==> config.mk <==
export PLATFORM = sky130hd
export DESIGN_NAME = mem_imm_unit
export DESIGN_NICKNAME = d
export VERILOG_FILES = /design/src/rtl/mem_imm_unit.sv
export SDC_FILE = /design/constraint.sdc
export NUM_CORES = 2
export LEC_CHECK = 0
export CAP_MARGIN = 40
export CORE_MARGIN = 8
export CORE_UTILIZATION = 40
export DETAILED_ROUTE_END_ITERATION = 6
export SLEW_MARGIN = 30
export SYNTH_ARGS = -nofsm -noshare
export SYNTH_HDL_FRONTEND = slang
export SYNTH_SLANG_ARGS = --single-unit
==> constraint.sdc <==
create_clock -name CLK -period 5.2 [get_ports CLK]
set_input_delay 1.04 -clock CLK [delete_from_list [all_inputs] [get_ports CLK]]
set_output_delay 1.04 -clock CLK [all_outputs]
set_load 0.03 [all_outputs]
Fig. 1: layout detail
Bar = 10 um. Region (312, 182) to (337, 207) um. Cells in gray, sequential cells in the stronger gray; small squares are vias.
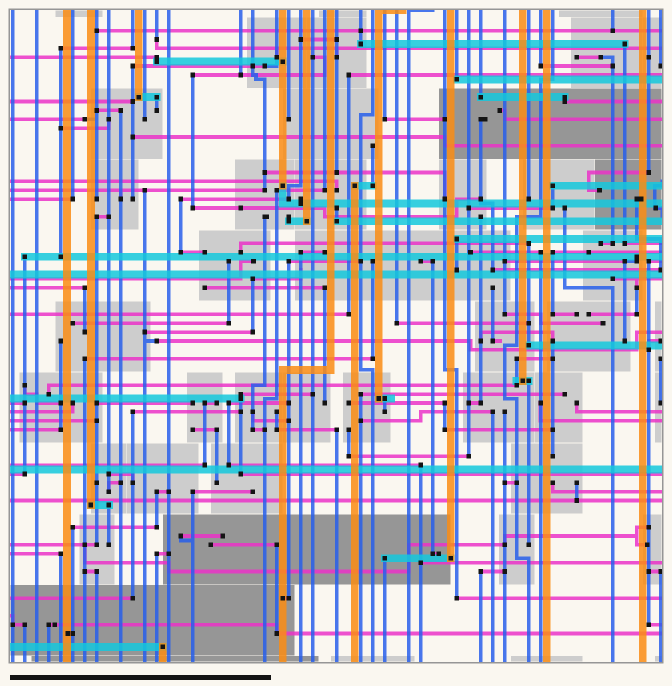
metal 1: drawn in magenta. metal 4: drawn in orange. metal 3: drawn in cyan. metal 2: drawn in blue.
Most frequent: buf_4 (6), nor2_1 (5). Sequential cells in the window: 3. 33 logic cells have their middle in the window.

Fig. 2: placed standard cells
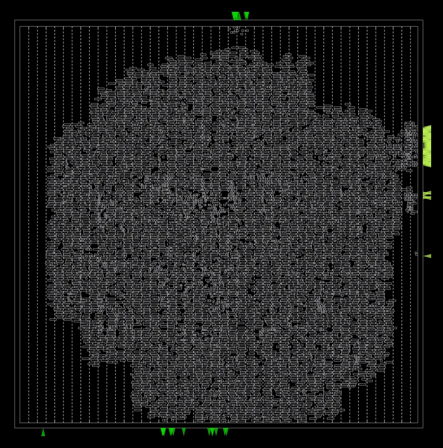
core box area: 399,000 sq um
sequential portion of the cell area: 67.4%

==> out/qor.yml <==
outcome:
  status: "finished clean"
timing:
  finalSetupViolations: 0
  fin_ws_ns: 0.825
  clock_skew_ns: 0.0546
  fin_setup_tns_ns: 0
  rsz0062_at_grt: "false"
  finalHoldViolations: 0
  maxSlewHeadroom_pct: 15.0
pwr:
  powerComb_mw: 31.8
  pwr-share-comb_pct: 30.2
  peakVddDrop_uv: 449
  power-per-cell-area_nw_per_um2: 568
  p_clk_share_pct: 28.5
  p_seq_mw: 43.4
  p_leak_nw: 57.8
  p_int_mw: 70.5
  pg_clk_mw: 30.0
cells_and_area:
  bufAreaShareNonClock_pct: 3.45
  multi_input_comb_cells: 2795
  flops: 4160
  logic_area_sq_um: 33700
  regArea_sq_um: 125000
  area_growth_pct: 15.3
  mostFrequentLayoutCells: "edfxtp_1, mux4_2, buf_4"
  final_util_pct: 46.3
  fillers: 32800
  n_antenna_cell: 6
yosys:
  syn_inst: 7410
  synth_cell_types: 74
  yosys-stat-area_sq_um: 160000
  ys.flop_type: "edfxtp_1"
  simple_gate_area_share_pct: 2.53
  fp_nets: 7454
clock_tree:
  tritoncts: "yes"
  cts_hold_buf: 1
  clkLatencyLatePin_ns: 0.98
  clockBufferDepth: 4
  cts_buffers: 423
  htreeDepth: 5
routing:
  firstDrtPassIters: 6
  routed_wl_um: 452000
  routedWlPerCell_um: 33.1
  antenna_left: 0
  met3_wirelength_um: 44400
floorplanning:
  die_w_um: 649
  rows: 232
  nWellTaps: 5265
  dieArea_sq_um: 422000
worst_setup_path:
  cp.depth: 8
  reg2reg_slack_ns: 0.82
  startpoint_type: "flip-flop"
  endpoint_kind: "flip-flop"
  path_buffers: 2
  critical_path_peak_fanout: 38
global_routing:
  grt_overflow: 0
  grt_pass1_vias: 81100
  grt_pass1_wl_um: 636000
  grt-busiest-layer: "met2"
  grtUsageMet2_pct: 32.5
  met1_usage_pct: 28.9
place:
  dp_hpwl_um: 278000
  pre_cts_slack_ns: 0.895
  place_congestion: 0.885
hold_path:
  holdPathStages: 1
flow_run:
  maxCapViolCount: 0
## cells in the mapped netlist, types with 6 or more instances
master,n
o21ai_0,46
nor2_1,346
a211oi_1,17
a311oi_1,8
mux2i_1,224
o221ai_1,31
a221oi_1,25
a2111oi_2,9
buf_6,35
nor4_1,10
a22o_1,6
buf_1,29
edfxtp_1,4096
a222oi_1,9
nand2_1,323
nor3_1,54
a22oi_1,36
buf_4,106
or4_1,8
and2_1,8
dfrtp_1,64
a32oi_1,61
nand3b_1,8
nand2b_1,12
a21oi_1,92
and3_1,13
a2111oi_0,11
o22a_1,24
a31oi_1,20
o22ai_1,126
mux4_2,955
a32o_1,14
nand3_1,60
mux2_2,123
nand4_1,26
nor2b_1,20
inv_1,8
buf_2,124
clkbuf_1,148
No activity file was given, so power comes from the tool's default toggle rates.
